$ cat src/rtl/imem_loader.sv
// Boot loader: count header, little-endian words and an XOR checksum arrive as bytes and are
// written into instruction memory; the core stays held until a load verifies.
`default_nettype none

module imem_loader #(
  parameter int          ADDR_W    = 8,
  parameter logic [31:0] BASE_ADDR = 32'h0
) (
  input  logic        clk,
  input  logic        rst,
  input  logic        start,
  input  logic        in_valid,
  input  logic [7:0]  in_data,
  output logic        in_ready,
  output logic        imem_we,
  output logic [31:0] imem_addr,
  output logic [31:0] imem_wdata,
  output logic        cpu_hold,
  output logic        done,
  output logic        err
);

  typedef enum logic [2:0] {
    CNT_LO = 3'd0,
    CNT_HI = 3'd1,
    DATA   = 3'd2,
    CSUM   = 3'd3,
    DONE   = 3'd4,
    ERR    = 3'd5
  } state_t;

  // Largest legal count; 17 bits so that ADDR_W=16 still compares correctly.
  localparam logic [16:0] MAX_WORDS = 17'd1 << ADDR_W;

  state_t      state;
  state_t      next_state;
  logic [15:0] count;
  logic [15:0] idx;
  logic [1:0]  lane;
  logic [23:0] word;
  logic [7:0]  csum;
  logic        accept;
  logic        restart;
  logic [15:0] new_count;

  assign in_ready  = (state != DONE) && (state != ERR);
  assign accept    = in_valid && in_ready;
  assign restart   = start && ((state == DONE) || (state == ERR));
  assign new_count = {in_data, count[7:0]};
  assign done      = (state == DONE);
  assign err       = (state == ERR);
  assign cpu_hold  = (state != DONE);

  always_ff @(posedge clk or negedge rst) begin
    if (!rst) begin
      state <= CNT_LO;
    end else begin
      state <= next_state;
    end
  end

  always_comb begin
    next_state = state;
    case (state)
      CNT_LO: if (accept) next_state = CNT_HI;
      CNT_HI: begin
        if (accept) begin
          if ({1'b0, new_count} > MAX_WORDS) next_state = ERR;
          else if (new_count == 16'd0)       next_state = CSUM;
          else                               next_state = DATA;
        end
      end
      DATA: begin
        if (accept && (lane == 2'd3) && ((idx + 16'd1) == count)) next_state = CSUM;
      end
      CSUM: begin
        if (accept) next_state = (in_data == csum) ? DONE : ERR;
      end
      DONE:    if (start) next_state = CNT_LO;
      ERR:     if (start) next_state = CNT_LO;
      default: next_state = CNT_LO;
    endcase
  end

  always_ff @(posedge clk or negedge rst) begin
    if (!rst) begin
      count      <= 16'd0;
      idx        <= 16'd0;
      lane       <= 2'd0;
      word       <= 24'd0;
      csum       <= 8'd0;
      imem_we    <= 1'b0;
      imem_addr  <= BASE_ADDR;
      imem_wdata <= 32'd0;
    end else begin
      imem_we <= 1'b0;
      if (restart) begin
        count     <= 16'd0;
        idx       <= 16'd0;
        lane      <= 2'd0;
        word      <= 24'd0;
        csum      <= 8'd0;
        imem_addr <= BASE_ADDR;
      end else if (accept) begin
        case (state)
          CNT_LO: begin
            count[7:0] <= in_data;
            csum       <= csum ^ in_data;
          end
          CNT_HI: begin
            count[15:8] <= in_data;
            csum        <= csum ^ in_data;
          end
          DATA: begin
            csum <= csum ^ in_data;
            case (lane)
              2'd0: word[7:0]   <= in_data;
              2'd1: word[15:8]  <= in_data;
              2'd2: word[23:16] <= in_data;
              default: begin
                imem_we    <= 1'b1;
                imem_wdata <= {in_data, word};
                imem_addr  <= BASE_ADDR + {14'd0, idx, 2'b00};
                idx        <= idx + 16'd1;
              end
            endcase
            lane <= lane + 2'd1;
          end
          default: ;
        endcase
      end
    end
  end

endmodule

`default_nettype wire

$ cat config.mk
export PLATFORM = sky130hd
export DESIGN_NAME = imem_loader
export DESIGN_NICKNAME = d
export VERILOG_FILES = /design/src/rtl/imem_loader.sv
export SDC_FILE = /design/constraint.sdc
export NUM_CORES = 1
export LEC_CHECK = 0
export ABC_AREA = 0
export CORE_UTILIZATION = 61
export CTS_BUF_LIST = sky130_fd_sc_hd__clkbuf_4 sky130_fd_sc_hd__clkbuf_8
export CTS_CLUSTER_SIZE = 12
export DETAILED_ROUTE_END_ITERATION = 7
export PLACE_DENSITY = 0.95
export RECOVER_POWER = 100
export SETUP_SLACK_MARGIN = 0.2
export SYNTH_ARGS = -nofsm -noshare
export SYNTH_HDL_FRONTEND = slang
export SYNTH_SLANG_ARGS = --single-unit
$ cat constraint.sdc
create_clock -name clk -period 3.4 [get_ports clk]
set_input_delay 0.34 -clock clk [delete_from_list [all_inputs] [get_ports clk]]
set_output_delay 0.34 -clock clk [all_outputs]
set_load 0.02 [all_outputs]
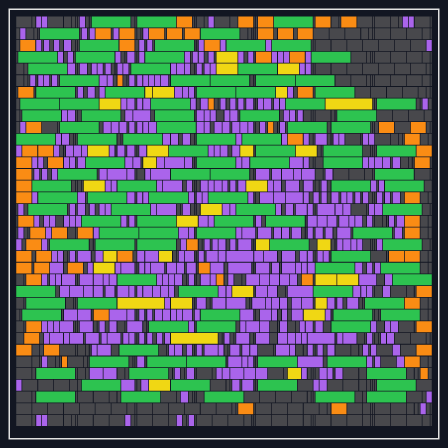
*Cells coloured by class, run 1*
Fill, decap, tap and diode cells in grey.
legend:
  combinational and other logic:
    colour: purple
    cells: 500
  clock drivers and dummy loads:
    colour: yellow
    cells: 32
  remaining buffers and delay cells:
    colour: orange
    cells: 72
  sequential cells:
    colour: green
    cells: 118
core area: 9200 µm²
cell area after layout: 6750 µm²
Rows: 35
Util after Layout: 73.4%
Seq/total area: 43.8%

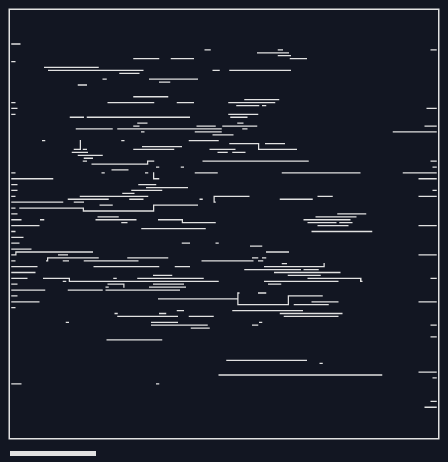
*Met3 routing, run 1*
The bar under the picture is 20 µm long.
wire length on this layer: 1250 µm
main direction: horizontal
longest straight run: 37.7 µm
total wire length: 14.9 mm
Vias: 5105
met3 Usage GRT: 8.43%

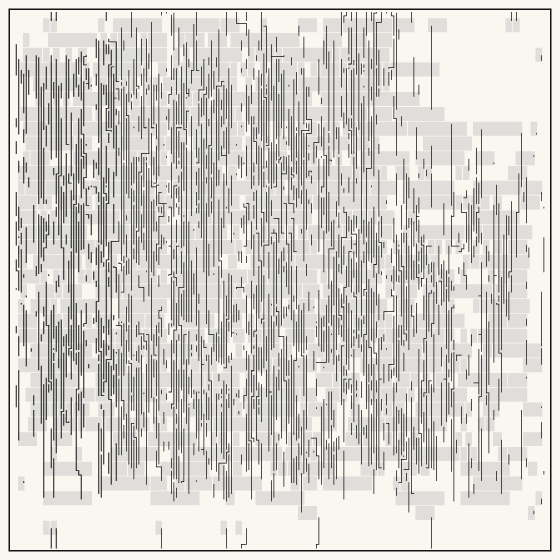
*Metal 2, run 1*
Cells faint in the background.
main direction: vertical
nets with wire on the layer: 629
longest straight run: 32.0 µm
wire length on this layer: 7240 µm
share of all routed wire: 48%
GR Layer Usage met2: 51.1%

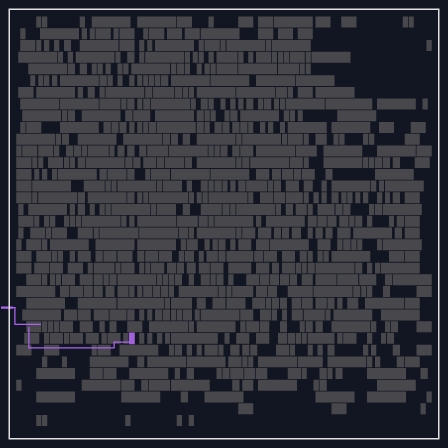
*Port wiring, run 1*
legend:
  err:
    colour: purple
    direction: output
    end_cells: 1
    buffers: 1
    wire: 40.2 µm
Port Buf Inserts: 64
# IOs: 81

==> flow_metrics.env, run 1 <==
# yosys + openroad results
export IMPL_htree_num_levels=4
export IMPL_violations="max-capacitance violations, max-slew violations"
export IMPL_finalSetupViolations=0
export IMPL_crit_cells=8
export IMPL_worst_ep_required_time_ps=3720
export IMPL_crit_buf_inv=0
export IMPL_cp_cell_sequence="ha_1 > nand4_1 > or2_0 > a311oi_1 > a21oi_1 > nor4_1 > a41oi_1 > mux2_2"
export IMPL_post_route_drc_count=0
export IMPL_grt_usage_pct=32.4
export IMPL_antenna_found_initial=0
export IMPL_ant_nets=0
export IMPL_vias_per_cell=6.13
export IMPL_fp_util_pct=62.9
export IMPL_ff2ff_path_depth=8
export IMPL_die_h_um=99.4
export IMPL_place_area_um2=6350
export IMPL_ys_cells=663
export IMPL_drive_gt1_share_pct=7.48
export IMPL_ys_chip_area_um2=5780
export IMPL_status="finished with violations"
export IMPL_synth_distinct_cells=51
export IMPL_die_w_um=99.4
export IMPL_p_leak_nw=3.39
export IMPL_maxCapViolCount=1
export IMPL_path_class="reg2reg"
export IMPL_cts_tree="built"
export IMPL_worstPathArrival_ps=3100
export IMPL_wl_per_cell_um=17.9
export IMPL_layout_top_cells="nand2_1 (222), dfrtp_1 (118), dlygate4sd3_1 (54)"
export IMPL_slowest_stage="dfrtp_1"
export IMPL_warning_count=30
export IMPL_cts_resized=0
export IMPL_skew_ps=11.4
export IMPL_finalHoldViolCount=0
export IMPL_slew_violations=68
export IMPL_power_density_nw_per_um2=582
export IMPL_cts_inserted_buffers=17
export IMPL_setup_tns_ps=0
export IMPL_cp_end_kind="flip-flop"
export IMPL_synth_avg_cell_area_um2=8.72
==> run 1: path summary, 6_finish.rpt <==
check                                      end  slack [ps]      startpoint
worst max-delay path                  state[0]         620          idx[0]
worst min-delay path              imem_addr[6]         310             rst
worst max register to register        state[0]         620          idx[0]
worst min register to register  imem_wdata[16]         480  imem_wdata[16]
max in group asynchronous       imem_wdata[23]        1340             rst
min in group clk                imem_wdata[16]         480  imem_wdata[16]
==> run 1: report_power, final <==
group | total [W] | switching [W] | internal, W | leakage, nW
clock | 0.00138 | 0.000606 | 0.000772 | 0.213
combinational | 0.000825 | 0.000508 | 0.000317 | 1.56
sequential | 0.00172 | 0.000172 | 0.00155 | 1.62
==> run 1: synthesized netlist by cell type, drive strengths merged <==
cell type  count  area, µm²
nand2b         6       37.5
o211ai         1       7.51
o21ai         23        115
bufbuf         1       32.5
xnor2         16        140
a2111oi        1       15.0
nand2        223        837
conb           1       3.75
and4           1       11.3
a21oi         44        220
or3            1       6.26
mux2           2       22.5
nand3         47        260
o21a           1       7.51
and4b          1       11.3
ha             6       75.1
o22a           1       8.76
nand4          5       31.3
a22o           1       8.76
nor4           7       50.1
buf           21        146
xor2          24        210
a31oi          3       18.8
a211oi         2       15.0
mux2i          1       10.0
clkinv         1       5.00
dfrtp        118       2950
o31ai          6       45.0
o311ai         1       8.76
or2            3       21.3
a311oi         1       8.76
and2           3       18.8
nor3           9       67.6
and3           5       40.0
o32ai          1       8.76
a41oi          1       8.76
inv            6       22.5
nor3b          1       7.51
nor2          29        111
clkbuf        38        153
==> run 1: layer usage <==
metal	global-route usage, %	part of all wire [%]	up-vias
met1	41.7	39	2477
met4	16.6	3.9	0
met3	8.43	8.4	70
met5	0	0	-
li1	-	-	2244
met2	51.1	48	314
==> run 1: registers in the layout (all words and copies together) (netlist names) <==
signal	cells
imem_addr	16
count	16
csum	8
word	24
idx	16
imem_we	1
imem_wdata	32
lane	2
state	3
==> run 1: through the flow <==
| step | hold slack, ps | instances | setup slack, ps |
|---|---|---|---|
| 5_1_grt | 448 | 833 | 565 |
| 6_report | 315 | 833 | 617 |
| 2_1_floorplan | 44.4 | 678 | 1200 |
| 4_1_cts | 29.2 | 833 | 832 |
| 3_5_place_dp | 462 | 801 | 870 |
| 3_3_place_gp | 455 | 801 | 1020 |
==> run 1: cell families (layout without fill, tap and decap cells) <==
group | after synthesis | after routing | share of synthesized area (%)
DFF | 118 | 118 | 51.1
muxes | 3 | 3 | 0.563
buffers and inverters | 67 | 111 | 6.21
xor gates and xnor gates | 40 | 40 | 6.06
and+or+nand+nor | 341 | 341 | 26.1
other | 1 | 16 | 0.0649
adders and majority gates | 6 | 6 | 1.30
AOI/OAI and AO/OA | 87 | 87 | 8.59
==> run 1: cell type report <==
class                           instances  area [µm²]  area share, %
Clock buffer                           19         262           3.88
Clock inverter                         13         171           2.54
Inverter                                7        27.5          0.408
Multi-Input combinational cell        493        2520           37.3
Sequential cell                       118        2950           43.8
Tap cell                              111         139           2.06
Timing Repair Buffer                   72         678           10.1
## Run 2: what changed since run 1
CORE_UTILIZATION = 57   (was 61)
PLACE_DENSITY = 0.93   (was 0.95)
clock period = 2.7 ns   (was 3.4 ns; I/O delays follow)
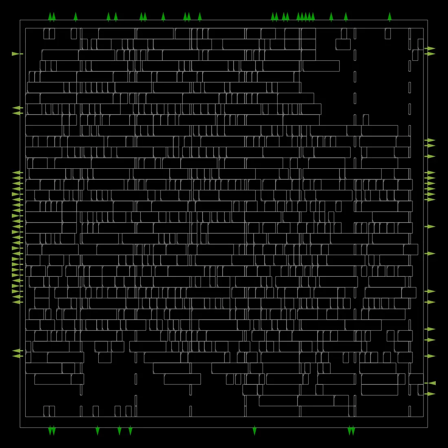
*Placement view, run 2*
Flops: 118
Rows: 36
n_taps: 133
core area: 9820 µm²

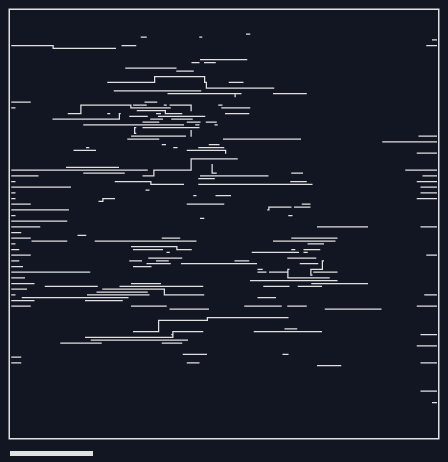
*Met3 routing, run 2*
The bar under the picture is 20 µm long.
met3 Usage GRT: 7.86%
total wire length: 14.2 mm

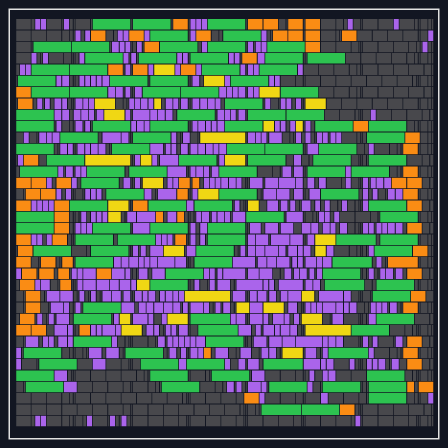
*Cells coloured by class, run 2*
Fill, decap, tap and diode cells in grey.
cell area after layout: 6870 µm²
Seq/total area: 43.1%
Util after Layout: 69.9%

==> run 2 against run 1 <==
  * The flow now finishes without violations
  * Utilization fell by 3.4 points
  * Critical path depth decreased by 4
  * Area after synthesis did not move
  * Sequential power rose by 26%
  * Hold slack improved by 150 ps
  * Power rose by 27%
  * Sequential share of layout area fell by 0.62 points
  * Clock skew decreased by 1.1 ps
  * Critical path type is now reg2out
  * Critical endpoint is now cpu_hold
  * Largest cell class unchanged
==> flow_metrics.env, run 2 <==
# yosys + openroad results
export IMPL_gr_max_usage_layer="met2"
export IMPL_yosysTopAreaCell="dfrtp_1"
export IMPL_warning_count=30
export IMPL_cts_inserted_buffers=17
export IMPL_worstPathArrival_ps=2180
export IMPL_p_leak_nw=3.40
export IMPL_largest_reg_flops=32
export IMPL_cts_tree="built"
export IMPL_io_pins=81
export IMPL_slew_violations=0
export IMPL_ant_nets=0
export IMPL_layout_top_cells="nand2_1 (222), dfrtp_1 (110), dlygate4sd3_1 (54)"
export IMPL_top_cells_by_count="nand2_1 (223), dfrtp_1 (118), nand3_1 (45)"
export IMPL_ys_chip_area_um2=5780
export IMPL_edf_count=0
export IMPL_power_density_nw_per_um2=726
export IMPL_yosysTopAreaCellShare_pct=51.1
export IMPL_drive_gt1_share_pct=10.3
export IMPL_cp_end_kind="output port"
export IMPL_met1_usage_pct=38.4
export IMPL_crit_cells=4
export IMPL_startpoint="state[1]"
export IMPL_r2r_end="state[0]"
export IMPL_worst_ep_required_time_ps=2430
export IMPL_yosysMostFrequentCell="nand2_1"
export IMPL_finalSetupViolations=0
export IMPL_portBuffers=64
export IMPL_status="completed"
export IMPL_vias_per_cell=5.75
export IMPL_path_class="reg2out"
export IMPL_routed_via_count=4941
export IMPL_reg2reg_setup_slack_ps=320
export IMPL_slowest_stage="dlygate4sd3_1"
export IMPL_setup_tns_ps=0
export IMPL_synth_avg_cell_area_um2=8.72
export IMPL_synth_distinct_cells=51
export IMPL_finalHoldViolCount=0
export IMPL_rr_startpoint="idx[0]"
export IMPL_synthArstFlopShare_pct=100
export IMPL_fp_util_pct=58.9
export IMPL_die_w_um=103
export IMPL_grt_usage_pct=29.5
export IMPL_crit_buf_inv=2
export IMPL_worstSetupEndpoint="cpu_hold"
[run 2: through the flow]
stage               util, %  hold WS, ps  worst slack [ps]  instance area, µm²  cells
floorplan                 -        -25.6               503                5840    678
global placement       65.3          340               342                6420    827
detailed placement     65.3          357               210                6420    827
CTS                    69.9          441               232                6870    860
global route           69.9          478               130                6870    860
finish                 69.9          468               251                6870    860
[run 2: tightest hold or removal path, delay by kind of cell (launching register included)]
family	cells	cell delay [ps]
flip-flops	1	340
AND/OR/NAND/NOR	2	100
[run 2: timing repair]
item                                    CTS  global route
pin swaps                                 0             1
resized                                   1            12
endpoints found under the setup margin    1             3
setup buffers                             0             0
hold endpoints to repair                 53             0
hold buffers                              1             0
[run 2: per-layer routing]
| metal | vias to the layer above | routed length (µm) |
|---|---|---|
| met2 | 291 | 6890 |
| li1 | 2260 | - |
| met4 | 0 | 362 |
| met3 | 47 | 1330 |
| met1 | 2343 | 5670 |
| met5 | - | 0 |
[run 2: how the worst min path moves through the flow]
stage                    endpoint  slack, ps  cells past startpoint
floorplan                count[0]        -30                      0
global placement     imem_addr[6]        340                      1
detailed placement   imem_addr[8]        360                      1
CTS                  imem_addr[8]        440                      2
global route        imem_wdata[0]        480                      2
finish              imem_wdata[0]        470                      2
[run 2: cells by family after synthesis]
kind of cell | share of synthesized area [%]
AOI/OAI and AO/OA | 8.59
and+or+nand+nor | 26.1
DFF | 51.1
adders and majority gates | 1.30
buffers and inverters | 6.21
xor gates and xnor gates | 6.06
muxes | 0.563
other | 0.0649
[run 2: area by class of cell]
| type | instances | area, µm² | share of cell area (%) |
|---|---|---|---|
| flip-flops and latches | 118 | 2960 | 43.1 |
| multi-input cells | 493 | 2540 | 36.9 |
| repair buffers | 77 | 738 | 10.7 |
| clock buffers | 17 | 234 | 3.41 |
| clock inverters | 15 | 203 | 2.95 |
| well taps | 133 | 166 | 2.42 |
| inverters | 7 | 27.5 | 0.401 |
[run 2: where the power goes]
| part | switching, W | internal [W] |
|---|---|---|
| logic | 0.000635 | 0.000420 |
| clock network | 0.000755 | 0.00101 |
| registers | 0.000210 | 0.00195 |
| total | 0.00160 | 0.00338 |
Power figures rest on the tool's default switching activity, not on a simulated workload.
